**Placement density heat map**

Drawn at 4 px/µm. The die is cut into 7 by 7 equal tiles; black is low, pale yellow is high, 0 to 100% covered.
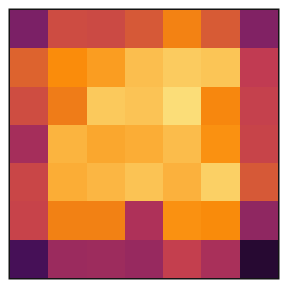
**Layout detail**

Region (21, 21) to (46, 46) µm. Cells in gray, sequential cells in the stronger gray; small squares are vias.
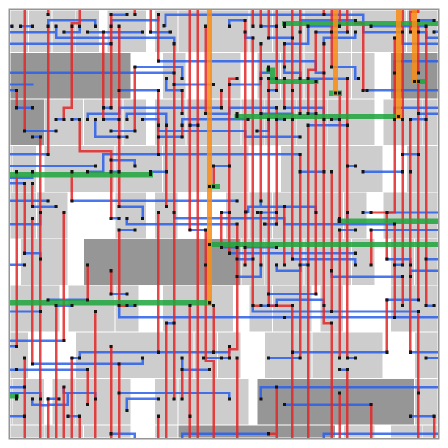
**Cells colored by class**

Drawn at 6 px/µm. Fill, decap, tap and diode cells in gray.
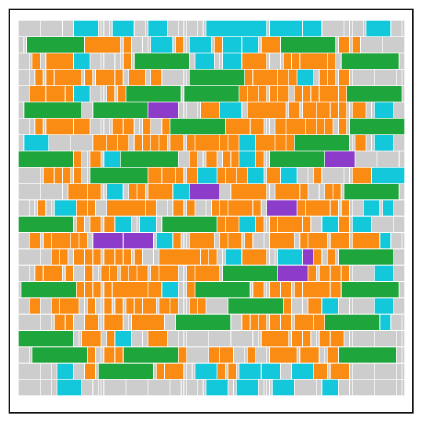
**Clock routing**

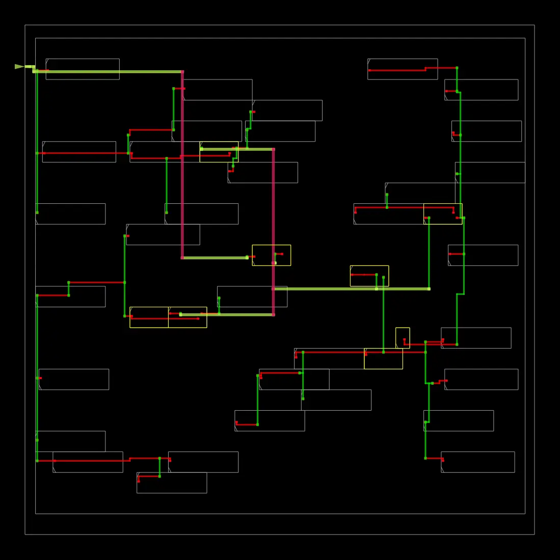
**Routed clock nets over the placement**

Drawn at 8 px/µm.
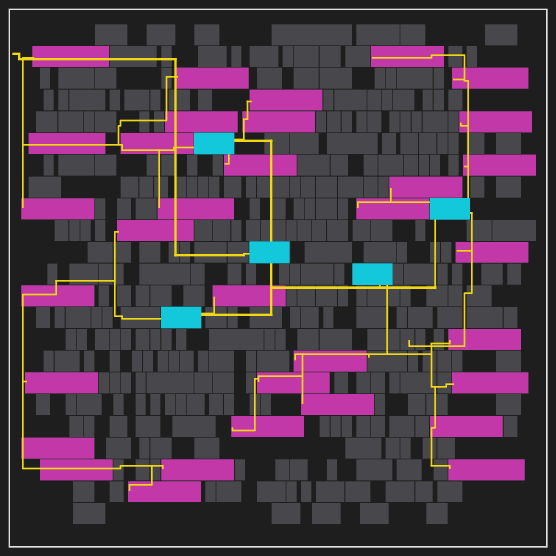
`src/rtl/duck_round_ctrl.sv`:
```
// duck_round_ctrl: round sequencer for a single bird FSM.
// Releases birds one at a time, tracks ammo and flight time for each bird,
// reports shot/escape outcomes to the bird FSM, counts hits per round and
// decides whether the player advances to the next round or the game ends.
module duck_round_ctrl #(
  parameter int unsigned AMMO       = 3,    // shots allowed per bird (1..7)
  parameter int unsigned BIRDS      = 10,   // birds per round (1..15)
  parameter int unsigned TIME_LIMIT = 300,  // ticks before forced escape (1..1023)
  parameter int unsigned PASS_HITS  = 6     // hits needed to advance (<= BIRDS)
) (
  input  logic       clk,
  input  logic       reset,
  input  logic       start,
  input  logic       tick,
  input  logic       trigger,
  input  logic       hit,
  input  logic [3:0] bird_state,
  output logic       bird_enable,
  output logic       shot,
  output logic       out_of_ammo,
  output logic [2:0] ammo_left,
  output logic [3:0] bird_idx,
  output logic [3:0] hits,
  output logic [6:0] round_num,
  output logic       round_done,
  output logic       game_over
);

  typedef enum logic [2:0] {
    S_IDLE,
    S_LAUNCH,
    S_ACTIVE,
    S_RESOLVE,
    S_ROUND_END,
    S_GAME_OVER
  } state_e;

  localparam logic [2:0] AMMO_INIT  = 3'(AMMO);
  localparam logic [3:0] LAST_BIRD  = 4'(BIRDS - 1);
  localparam logic [3:0] PASS_MIN   = 4'(PASS_HITS);
  // The timer holds the number of ticks already seen, so the tick that
  // arrives while it reads TIME_LIMIT-1 is the one that expires the bird.
  localparam logic [9:0] TIMEOUT_AT = 10'(TIME_LIMIT - 1);
  localparam logic [6:0] ROUND_MAX  = 7'd99;
  localparam logic [3:0] BS_HOLD    = 4'd0;
  localparam logic [3:0] BS_PREHOLD = 4'd9;

  state_e     state_q, state_d;
  logic [2:0] ammo_q, ammo_d;
  logic       shot_q, shot_d;
  logic       ooa_q, ooa_d;
  logic [3:0] idx_q, idx_d;
  logic [3:0] hits_q, hits_d;
  logic [6:0] round_q, round_d;
  logic [9:0] timer_q, timer_d;
  logic       new_bird;

  // Next-state and datapath updates for the round sequencer.
  always_comb begin
    // NOTE: every signal assigned here gets a default first; a path that
    // leaves one unassigned would infer a latch instead of a mux.
    state_d  = state_q;
    ammo_d   = ammo_q;
    shot_d   = shot_q;
    ooa_d    = ooa_q;
    idx_d    = idx_q;
    hits_d   = hits_q;
    round_d  = round_q;
    timer_d  = timer_q;
    new_bird = 1'b0;

    unique case (state_q)
      S_IDLE: begin
        if (start) begin
          state_d  = S_LAUNCH;
          new_bird = 1'b1;
        end
      end

      S_LAUNCH: begin
        // The bird FSM must be parked in HOLD before it may take off.
        if (bird_state == BS_HOLD) begin
          state_d = S_ACTIVE;
          timer_d = '0;
        end
      end

      S_ACTIVE: begin
        // The timer keeps counting even on a tick that a trigger masks, so
        // a masked expiry is still caught on the following tick.
        if (tick && (timer_q != '1)) begin
          timer_d = timer_q + 10'd1;
        end
        if (trigger) begin
          if (ammo_q != '0) begin
            ammo_d = ammo_q - 3'd1;
          end
          if (hit) begin
            shot_d  = 1'b1;
            state_d = S_RESOLVE;
          end else if (ammo_q <= 3'd1) begin
            ooa_d   = 1'b1;
            state_d = S_RESOLVE;
          end
        end else if (tick && (timer_q >= TIMEOUT_AT)) begin
          ooa_d   = 1'b1;
          state_d = S_RESOLVE;
        end
      end

      S_RESOLVE: begin
        // PREHOLD marks the bird's return after falling or flying away.
        if (bird_state == BS_PREHOLD) begin
          if (shot_q) begin
            hits_d = hits_q + 4'd1;
          end
          if (idx_q == LAST_BIRD) begin
            state_d = S_ROUND_END;
          end else begin
            idx_d    = idx_q + 4'd1;
            state_d  = S_LAUNCH;
            new_bird = 1'b1;
          end
        end
      end

      S_ROUND_END: begin
        if (hits_q >= PASS_MIN) begin
          round_d  = (round_q >= ROUND_MAX) ? ROUND_MAX : round_q + 7'd1;
          hits_d   = '0;
          idx_d    = '0;
          state_d  = S_LAUNCH;
          new_bird = 1'b1;
        end else begin
          state_d = S_GAME_OVER;
        end
      end

      S_GAME_OVER: begin
        // Counters keep their final values on display until a new game.
        if (start) begin
          round_d  = 7'd1;
          hits_d   = '0;
          idx_d    = '0;
          state_d  = S_LAUNCH;
          new_bird = 1'b1;
        end
      end

      default: begin
        state_d = S_IDLE;
      end
    endcase

    // Every entry into LAUNCH hands the next bird a full magazine and
    // withdraws the previous bird's outcome flags.
    if (new_bird) begin
      ammo_d = AMMO_INIT;
      shot_d = 1'b0;
      ooa_d  = 1'b0;
    end
  end

  // State and datapath registers; reset aborts any flight immediately.
  always_ff @(posedge clk or posedge reset) begin
    if (reset) begin
      state_q <= S_IDLE;
      ammo_q  <= AMMO_INIT;
      shot_q  <= 1'b0;
      ooa_q   <= 1'b0;
      idx_q   <= '0;
      hits_q  <= '0;
      round_q <= 7'd1;
      timer_q <= '0;
    end else begin
      // NOTE: non-blocking assignments so every register samples the
      // pre-edge values, independent of statement order.
      state_q <= state_d;
      ammo_q  <= ammo_d;
      shot_q  <= shot_d;
      ooa_q   <= ooa_d;
      idx_q   <= idx_d;
      hits_q  <= hits_d;
      round_q <= round_d;
      timer_q <= timer_d;
    end
  end

  assign bird_enable = (state_q == S_ACTIVE);
  assign round_done  = (state_q == S_ROUND_END);
  assign game_over   = (state_q == S_GAME_OVER);
  assign shot        = shot_q;
  assign out_of_ammo = ooa_q;
  assign ammo_left   = ammo_q;
  assign bird_idx    = idx_q;
  assign hits        = hits_q;
  assign round_num   = round_q;

endmodule

```
`config.mk`:
```
export PLATFORM = sky130hd
export DESIGN_NAME = duck_round_ctrl
export DESIGN_NICKNAME = d
export VERILOG_FILES = /design/src/rtl/duck_round_ctrl.sv
export SDC_FILE = /design/constraint.sdc
export NUM_CORES = 1
export LEC_CHECK = 0
export ABC_AREA = 1
export CAP_MARGIN = 10
export CORE_UTILIZATION = 50
export CTS_CLUSTER_DIAMETER = 30
export CTS_CLUSTER_SIZE = 28
export DETAILED_ROUTE_END_ITERATION = 12
export GPL_ROUTABILITY_DRIVEN = 0
export GPL_TIMING_DRIVEN = 0
export MAX_ROUTING_LAYER = met4
export PLACE_DENSITY_LB_ADDON = 0.08
export SYNTH_ARGS = -nofsm -noshare
export SYNTH_HDL_FRONTEND = slang
export SYNTH_SLANG_ARGS = --single-unit
```
`constraint.sdc`:
```
create_clock -name clk -period 1.6 [get_ports clk]
set_input_delay 0.32 -clock clk [delete_from_list [all_inputs] [get_ports clk]]
set_output_delay 0.32 -clock clk [all_outputs]
set_load 0.05 [all_outputs]
```
==> results.ini <==
[final_layout]
layout.non_clock_inverters = 41
signal_buffers = 57
fraction_of_layout_cells_with_a_size_suffix_above_1_pct = 26.6
final_cell_area_um2 = 2950
flip_flop_count_of_the_largest_register_all_copies_and_words_added = 10
nNetsFinal = 368
top_cells_excl_fill_tap = sky130_fd_sc_hd__nand2_1, sky130_fd_sc_hd__inv_1, sky130_fd_sc_hd__nor2_1, sky130_fd_sc_hd__dfrtp_1, sky130_fd_sc_hd__buf_4
non_clock_buffer_area_share_pct = 17.5
ff_latch_area_um2 = 835
antenna_diode_count = 0
top_cell_excl_fill_tap = sky130_fd_sc_hd__nand2_1
biggest_area_consumer_among_cell_classes = logic gates
clk_share_pct = 3.43
top_register = timer_q
stdcell_count = 400
area.share.combinational_pct = 43.3
flow.area_growth_from_synthesis_pct = 39.7
n_multi_input_combinational_cell = 211
sh_seq_area_pct = 28.3
area_of_the_multi_input_gates_um2 = 1280

[global_route]
global_route.usage.total_pct = 24.5
met1_usage_pct = 30.3
grt_pass1_wl_um = 8060
grt_pass1_vias = 1829
grt_util_met3_pct = 4.97
grt_max_degree = 23
grt_util_met2_pct = 39.1

[power_and_ir_drop]
top_power_group = combinational logic
power.switching_fraction_pct = 51.3
clockPowerShare_pct = 13.4
pwr_density_cell_nw_per_um2 = 1770
report.power.total_w = 0.00521
ir_worst_vdd_mv = 0.820
leakage_nw = 1.44
share_comb_of_total_power_pct = 58.5
power_frac_seq_pct = 28.0
combinationalPower_w = 0.00305
cell_internal_power_w = 0.00254
sequentialPower_w = 0.00146
total_switching_power_w = 0.00267

[clock_tree]
post_cts_resize_count = 53
cts.hold.buffers_added = 0
clock_insertion_delay_worst_skew_ps = 280
clkSlewWorstSetupHoldPaths_ps = 70
number_of_buffers_inserted_by_post_cts_setup_repair = 6
h-tree-depth = 2
clkSinkCount = 33
cts_inserted_buffers = 5
tritoncts = done

[min_path]
worst_hold_path_type = input pin to async pin

[final_timing]
timing.final.hold_violations = 0
post-route-worst-setup-slack_ps = -82.4
skew_ps = 3.82
final_min_period_over_clock_period_pct = 105
max_slew_margin_pct = 63.2
tightest_slew_ps = 551
holdWs_ps = 377
fin_setup_tns_ps = -100
finalWorstPathRequiredPeriod_ps = 1680
setup_violators_final = 2
achievable-frequency_ghz = 0.594

[critical_path]
critical_path.cell_chain = nor2_4 -> inv_4 -> nor2_4 -> buf_8
worst_r2r_startpoint = state_q[1]
rrSetupSlack_ps = 30
worst_setup_path_start_kind = register
path_common_cell = sky130_fd_sc_hd__nor2_4
critical_path_required_ps = 1280
worst_setup_path_endpoint = round_done
path_class = register to output port
critical_path.max_fanout = 6
worstReg2RegEnd = round_num[5]
critical_path_cell_count = 4
worstSetupStartpoint = state_q[1]
critical_path.endpoint_type = output port
worst-path-buf-inv = 2
timing.critical_path.slowest_cell_delay_ps = 430
worstPathArrival_ps = 1360
slowest_library_cell_on_the_worst_path = sky130_fd_sc_hd__dfrtp_1
worst-r2r-cell-count = 9

[yosys]
syn-cell-area_um2 = 2110
synth-simple-area-share_pct = 30.1
post-synth-top-area-fraction_pct = 35.5
synthesis.area_per_instance_um2 = 7.44
ys_cells = 284
netlist.top_cell.by_area = sky130_fd_sc_hd__dfrtp_1
ys_sh_adder_pct = 5.33
synth-area-yosys_um2 = 2110
postSynthNetCount = 303
yosysMostFrequentCell = sky130_fd_sc_hd__nand2_1
synth_cell_type_count = 30
enable_flop_cells = 0
synth_async_sr_flop_share_pct = 100
synth.cells.most_frequent = sky130_fd_sc_hd__nand2_1, sky130_fd_sc_hd__inv_1, sky130_fd_sc_hd__dfrtp_1, sky130_fd_sc_hd__nor2_1, sky130_fd_sc_hd__o21ai_0
topCombFamilyByArea = simple AND/OR/NAND/NOR gates
ys_sh_mux_pct = 0
postSynthRegisterBits = 33
synth.cellmix.xorXnorShare_pct = 7.05
yosys.area_share.aoi_pct = 11.0
synthesis.instances = 284
synth-main-ff-cell = sky130_fd_sc_hd__dfrtp_1
yosys_warnings = 0

[floorplanning]
std_cell_rows = 23
design.portCount = 33
core_area_um2 = 4030
die.size.y_um = 67.0
initCoreUtil_pct = 52.5

[job]
cap_viol_max_count = 0
tool_warnings = 33

[status]
status = finished with violations
failing_checks = negative setup slack

[route]
routed-via-count = 2071
ant_nets = 0
detail_route.drc_violations = 0
met1Wirelength_um = 2270
routed-wl-met3_um = 164
routed-wl-met2_um = 2810
drt-pass1-iter-count = 5
initialDrtViolationCount = 85
via_per_inst = 5.18
maxUsedRoutingLayer = met4
detail_route.wirelength_um = 5350

[place]
detailedPlace.worstSlack_ps = -465
dp.cells = 367
dp.final_hpwl_um = 3370
detailed_place.area_um2 = 2540
port_buffers = 32

About 'placement density heat map':
- tiles over 75% full: 39%
- fullest tile: 93%
- densest ninth of the die: center

About 'layout detail':
- metal 4: orange
- metal 2: red
- metal 1: blue
- metal 3: green
- netlist names of flops here include: state_q (2), bird_idx (1)
- most frequent: nand2_1 (12), buf_4 (8)
- sequential cells in the window: 3
- cells with their middle in the window: 69

About 'cells colored by class':
- clock drivers and dummy loads: purple (cells 8; share of their area 3.5%)
- combinational and other logic: orange (cells 252; share of their area 50%)
- sequential cells: green (cells 33; share of their area 29%)
- remaining buffers and delay cells: cyan (cells 57; share of their area 18%)

About 'clock routing':
total clock network power: 0.000699 W
registers: 33

About 'routed clock nets over the placement':
- clock drivers: cyan (count 5)
- clock wires: yellow (length 458 µm)
- flip-flops: magenta (count 33)
- routed clock nets: 6
- flops lie: widely spread

No activity file was given, so power comes from the tool's default toggle rates.
